Fig. 1: PDN straps and rails
Pins as bars on the die edge.
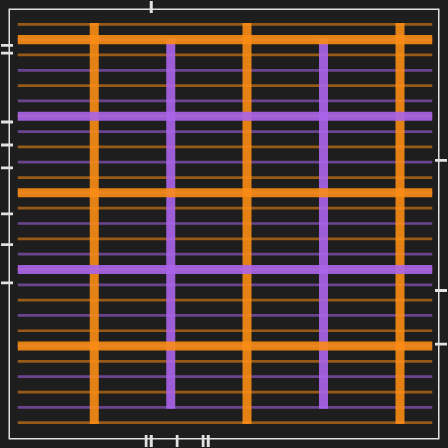
Fig. 2: gate-type map
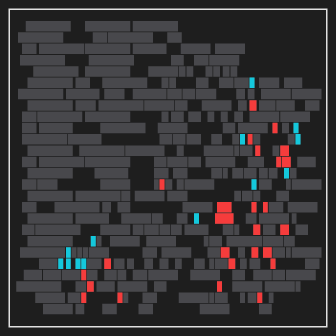
Fig. 3: clock wiring as the flow saved it
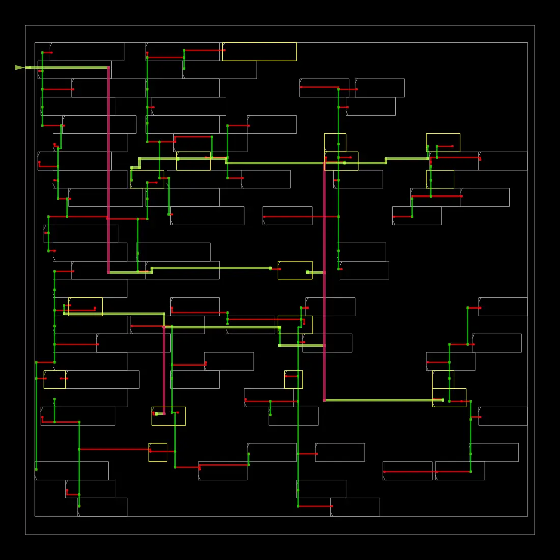
--- src/rtl/uart_tx_cfg_if.sv ---
// Word-push handshake into the UART transmitter's input FIFO.
// The producer drives data/valid; the transmitter answers with ready.
interface uart_tx_cfg_if #(
  parameter int DATA_W = 8
);
  logic [DATA_W-1:0] tx_data;
  logic              tx_valid;
  logic              tx_ready;

  modport master (output tx_data, output tx_valid, input  tx_ready);
  modport slave  (input  tx_data, input  tx_valid, output tx_ready);
endinterface

--- src/rtl/uart_tx_cfg.sv ---
// Configurable UART transmitter: small input FIFO feeding a start/data/parity/stop
// serializer. tx_out is registered from the FSM state, so the line trails the state by one clock.
module uart_tx_cfg #(
  parameter int CLKS_PER_BIT = 868,
  parameter int DATA_W       = 8,
  parameter int PARITY       = 0,
  parameter int STOP_BITS    = 1,
  parameter int FIFO_DEPTH   = 4
) (
  input  logic                        i_clk,
  input  logic                        i_reset,
  uart_tx_cfg_if.slave                s_if,
  output logic                        o_tx_out,
  output logic                        o_busy,
  output logic [$clog2(FIFO_DEPTH):0] o_fifo_count
);
  localparam int AW  = $clog2(FIFO_DEPTH);
  localparam int CW  = AW + 1;
  localparam int BDW = $clog2(CLKS_PER_BIT);
  localparam int BTW = $clog2(DATA_W);

  localparam logic [CW-1:0]  FULL      = CW'(FIFO_DEPTH);
  localparam logic [BDW-1:0] BAUD_LAST = BDW'(CLKS_PER_BIT - 1);
  localparam logic [BTW-1:0] DATA_LAST = BTW'(DATA_W - 1);
  localparam logic [BTW-1:0] STOP_LAST = BTW'(STOP_BITS - 1);
  localparam logic           ODD       = (PARITY == 2);

  typedef enum logic [2:0] {IDLE, START, DATA, PAR, STOP} state_t;

  state_t            r_state;
  logic [BDW-1:0]    r_baud;
  logic [BTW-1:0]    r_bit;
  logic [DATA_W-1:0] r_shift;
  logic              r_par;
  logic              r_tx;
  logic              r_busy;

  logic [DATA_W-1:0] r_mem [FIFO_DEPTH];
  logic [AW-1:0]     r_wr;
  logic [AW-1:0]     r_rd;
  logic [CW-1:0]     r_count;

  logic              w_ready;
  logic              w_push;
  logic              w_pop;
  logic              w_nonempty;
  logic              w_baud_end;
  logic [DATA_W-1:0] w_head;

  assign w_ready       = (r_count != FULL);
  assign s_if.tx_ready = w_ready;
  // Gating with reset keeps the storage write from firing while reset is held.
  assign w_push        = i_reset && s_if.tx_valid && w_ready;
  assign w_nonempty    = (r_count != '0);
  assign w_baud_end    = (r_baud == BAUD_LAST);
  assign w_head        = r_mem[r_rd];

  // Pop from idle, or at the very end of the last stop bit for back-to-back frames.
  always_comb begin
    w_pop = 1'b0;
    case (r_state)
      IDLE:    w_pop = w_nonempty;
      STOP:    w_pop = w_baud_end && (r_bit == STOP_LAST) && w_nonempty;
      default: w_pop = 1'b0;
    endcase
  end

  always_ff @(posedge i_clk) begin
    if (w_push) r_mem[r_wr] <= s_if.tx_data;
  end

  always_ff @(posedge i_clk) begin
    if (!i_reset) begin
      r_wr    <= '0;
      r_rd    <= '0;
      r_count <= '0;
    end else begin
      if (w_push) r_wr <= r_wr + 1'b1;
      if (w_pop)  r_rd <= r_rd + 1'b1;
      case ({w_push, w_pop})
        2'b10:   r_count <= r_count + 1'b1;
        2'b01:   r_count <= r_count - 1'b1;
        default: r_count <= r_count;
      endcase
    end
  end

  always_ff @(posedge i_clk) begin
    if (!i_reset) begin
      r_state <= IDLE;
      r_baud  <= '0;
      r_bit   <= '0;
      r_shift <= '0;
      r_par   <= 1'b0;
      r_tx    <= 1'b1;
      r_busy  <= 1'b0;
    end else begin
      r_busy <= (r_state != IDLE) || w_nonempty;
      // Word and its parity are frozen here; later pushes never touch the frame in flight.
      if (w_pop) begin
        r_shift <= w_head;
        r_par   <= (^w_head) ^ ODD;
      end
      case (r_state)
        IDLE: begin
          r_tx   <= 1'b1;
          r_baud <= '0;
          r_bit  <= '0;
          if (w_pop) r_state <= START;
        end
        START: begin
          r_tx <= 1'b0;
          if (w_baud_end) begin
            r_baud  <= '0;
            r_bit   <= '0;
            r_state <= DATA;
          end else begin
            r_baud <= r_baud + 1'b1;
          end
        end
        DATA: begin
          r_tx <= r_shift[0];
          if (w_baud_end) begin
            r_baud  <= '0;
            r_shift <= r_shift >> 1;
            if (r_bit == DATA_LAST) begin
              r_bit   <= '0;
              r_state <= (PARITY != 0) ? PAR : STOP;
            end else begin
              r_bit <= r_bit + 1'b1;
            end
          end else begin
            r_baud <= r_baud + 1'b1;
          end
        end
        PAR: begin
          r_tx <= r_par;
          if (w_baud_end) begin
            r_baud  <= '0;
            r_bit   <= '0;
            r_state <= STOP;
          end else begin
            r_baud <= r_baud + 1'b1;
          end
        end
        STOP: begin
          r_tx <= 1'b1;
          if (w_baud_end) begin
            r_baud <= '0;
            if (r_bit == STOP_LAST) begin
              r_bit   <= '0;
              r_state <= w_pop ? START : IDLE;
            end else begin
              r_bit <= r_bit + 1'b1;
            end
          end else begin
            r_baud <= r_baud + 1'b1;
          end
        end
        default: begin
          r_tx    <= 1'b1;
          r_state <= IDLE;
        end
      endcase
    end
  end

  assign o_tx_out     = r_tx;
  assign o_busy       = r_busy;
  assign o_fifo_count = r_count;
endmodule
--- src/flat_wrapper.sv ---
// flat-port wrapper written by rule: the top's interface ports become plain ports
module uart_tx_cfg_flat 
#(
  parameter int CLKS_PER_BIT = 868,
  parameter int DATA_W       = 8,
  parameter int PARITY       = 0,
  parameter int STOP_BITS    = 1,
  parameter int FIFO_DEPTH   = 4
)
  (i_clk, i_reset, o_tx_out, o_busy, o_fifo_count, s_if_tx_data, s_if_tx_valid, s_if_tx_ready);
  uart_tx_cfg_if #(.DATA_W(DATA_W)) s_if_i ();
  input  logic i_clk;
  input  logic i_reset;
  output logic o_tx_out;
  output logic o_busy;
  output logic [$clog2(FIFO_DEPTH):0] o_fifo_count;
  input wire logic [$bits(s_if_i.tx_data)-1:0] s_if_tx_data;
  input wire logic [$bits(s_if_i.tx_valid)-1:0] s_if_tx_valid;
  output wire logic [$bits(s_if_i.tx_ready)-1:0] s_if_tx_ready;
  assign s_if_i.tx_data = s_if_tx_data;
  assign s_if_i.tx_valid = s_if_tx_valid;
  assign s_if_tx_ready = s_if_i.tx_ready;
  uart_tx_cfg #(.CLKS_PER_BIT(CLKS_PER_BIT), .DATA_W(DATA_W), .PARITY(PARITY), .STOP_BITS(STOP_BITS), .FIFO_DEPTH(FIFO_DEPTH)) u_core (.i_clk(i_clk), .i_reset(i_reset), .s_if(s_if_i), .o_tx_out(o_tx_out), .o_busy(o_busy), .o_fifo_count(o_fifo_count));
endmodule
--- config.mk ---
export PLATFORM = sky130hd
export DESIGN_NAME = uart_tx_cfg_flat
export DESIGN_NICKNAME = d
export VERILOG_FILES = /design/src/rtl/uart_tx_cfg_if.sv /design/src/rtl/uart_tx_cfg.sv /design/src/flat_wrapper.sv
export SDC_FILE = /design/constraint.sdc
export NUM_CORES = 1
export LEC_CHECK = 0
export CORE_UTILIZATION = 55
export DETAILED_ROUTE_END_ITERATION = 8
export PLACE_DENSITY = 0.74
export SKIP_LAST_GASP = 1
export SYNTH_ARGS = -nofsm -noshare
export SYNTH_HDL_FRONTEND = slang
export SYNTH_SLANG_ARGS = --single-unit
--- constraint.sdc ---
create_clock -name i_clk -period 4.7 [get_ports i_clk]
set_input_delay 1.41 -clock i_clk [delete_from_list [all_inputs] [get_ports i_clk]]
set_output_delay 1.41 -clock i_clk [all_outputs]
set_load 0.005 [all_outputs]
==> results.cfg <==
; synthesis and place-and-route metrics
[critical_path]
r2r_start = u_core.r_bit[0]
crit_start = i_reset
reg2reg_depth = 10
rrSetupSlack_ns = 1.95

[synthesis]
yosys_area_um2 = 3010
ys_seq_share_pct = 55.9
yosys_warnings = 0
yosys.area_share.aoi_pct = 8.44
yosysTopAreaCellShare_pct = 31.9
syn_avg_cell_area_um2 = 12.3
syn_area_um2 = 3010
top_area_cell = edfxtp_1
simple_gate_share_pct = 12.2
synthMostInstantiatedCell = dfxtp_1
synthAdderAreaFrac_pct = 4.41

[layout]
nets = 285
stdcell_area_um2 = 3410
final_cell_mix = dfxtp_1, edfxtp_1, nor2_1
area_growth_pct = 13.3

[run_status]
status = finished, final reports clean

[routing]
drtIter0Drc = 55
drt_wl_total_um = 4740
dr_total_vias = 1787
drc = 0

[clock_network]
post_cts_buffers = 0

[power_and_ir_drop]
power_density_nw_per_um2 = 489
power_mw = 1.67

[sta]
finalMaxSlewViolations = 0
rsz0062_at_grt = false
slew-limit-headroom_pct = 50.0
whs_ns = 0.502

[global_route]
grt_pass1_vias = 1753
gr-usage-met1_pct = 24.0
grt_usage_pct = 19.2
met3_usage_pct = 7.07

[hold_path]
whs_path_depth = 2

[floorplanning]
die-area_um2 = 5770
fp_util_pct = 57.8
num_rows = 26

[placement]
dp_cells = 323

[flow_run]
max-cap-violations = 0
## Picture notes: Fig. 1
purple -> VDD
orange -> VSS
met5 straps = 5
met1 rails = 27
signal pins = 17
die width: 76.0 um
VDD IR-drop max: 0.000327 V

## Picture notes: Fig. 2
cyan -> inv cells  # cells 13, most used inv_1
red -> nand cells  # cells 26, most used nand2_1
fin cells: 339
most numerous logic cell after layout: dfxtp_1
multi-input combinational area share: 35.5%

## Picture notes: Fig. 3
Num CTS Buffers: 9
skew final: 0.0103 ns
Power Clock: 490 uW
clkbuf count: 9
Clock Sinks: 68

-- area by class of cell --
| class | instances | area [um2] | share of cell area (%) |
|---|---|---|---|
| tap | 70 | 87.6 | 2.57 |
| sequential | 68 | 1680 | 49.3 |
| inverter | 13 | 48.8 | 1.43 |
| multi-input combinational | 154 | 1210 | 35.5 |
| timing repair buffer | 18 | 175 | 5.13 |
| clock buffer | 9 | 124 | 3.63 |
| clock inverter | 7 | 82.6 | 2.42 |
-- kinds of logic after synthesis --
| family | count (synthesis) |
|---|---|
| muxes | 17 |
| and+or+nand+nor | 66 |
| adders and majority gates | 10 |
| xor gates and xnor gates | 21 |
| AOI/OAI and AO/OA | 40 |
| DFF | 68 |
| buffers and inverters | 22 |
-- critical path, cell delays in order --
cell and delay [ns]:
clkdlybuf4s50_1 0.54, nand3_1 0.18, ha_1 0.29, fa_1 0.39
xnor2_1 0.15, or3_1 0.30, a21boi_0 0.16
-- registers in the layout, indices dropped and copies added (netlist names), named ones only --
signal	flops
u_core.o_busy	1
u_core.r_wr	2
u_core.o_tx_out	1
u_core.r_state	3
u_core.r_rd	2
u_core.r_baud	10
u_core.r_par	1
u_core.r_bit	3
u_core.r_mem	32
u_core.r_shift	8
u_core.o_fifo_count	3
-- layer usage --
metal | vias to the layer above | share of wire (%)
met2 | 23 | 48
met3 | 8 | 4.0
li1 | 915 | -
met4 | 0 | 1.6
met1 | 841 | 47
met5 | - | 0
-- power by group through the flow --
stage | registers (mW) | clock network (mW) | logic, mW
4_1_cts | 0.774 | 0.503 | 0.413
2_1_floorplan | 0.752 | 0 | 0.364
3_5_place_dp | 0.787 | 0 | 0.409
5_1_grt | 0.788 | 0.529 | 0.453
6_report | 0.772 | 0.490 | 0.408
3_3_place_gp | 0.783 | 0 | 0.398
No activity file was given, so power comes from the tool's default toggle rates.
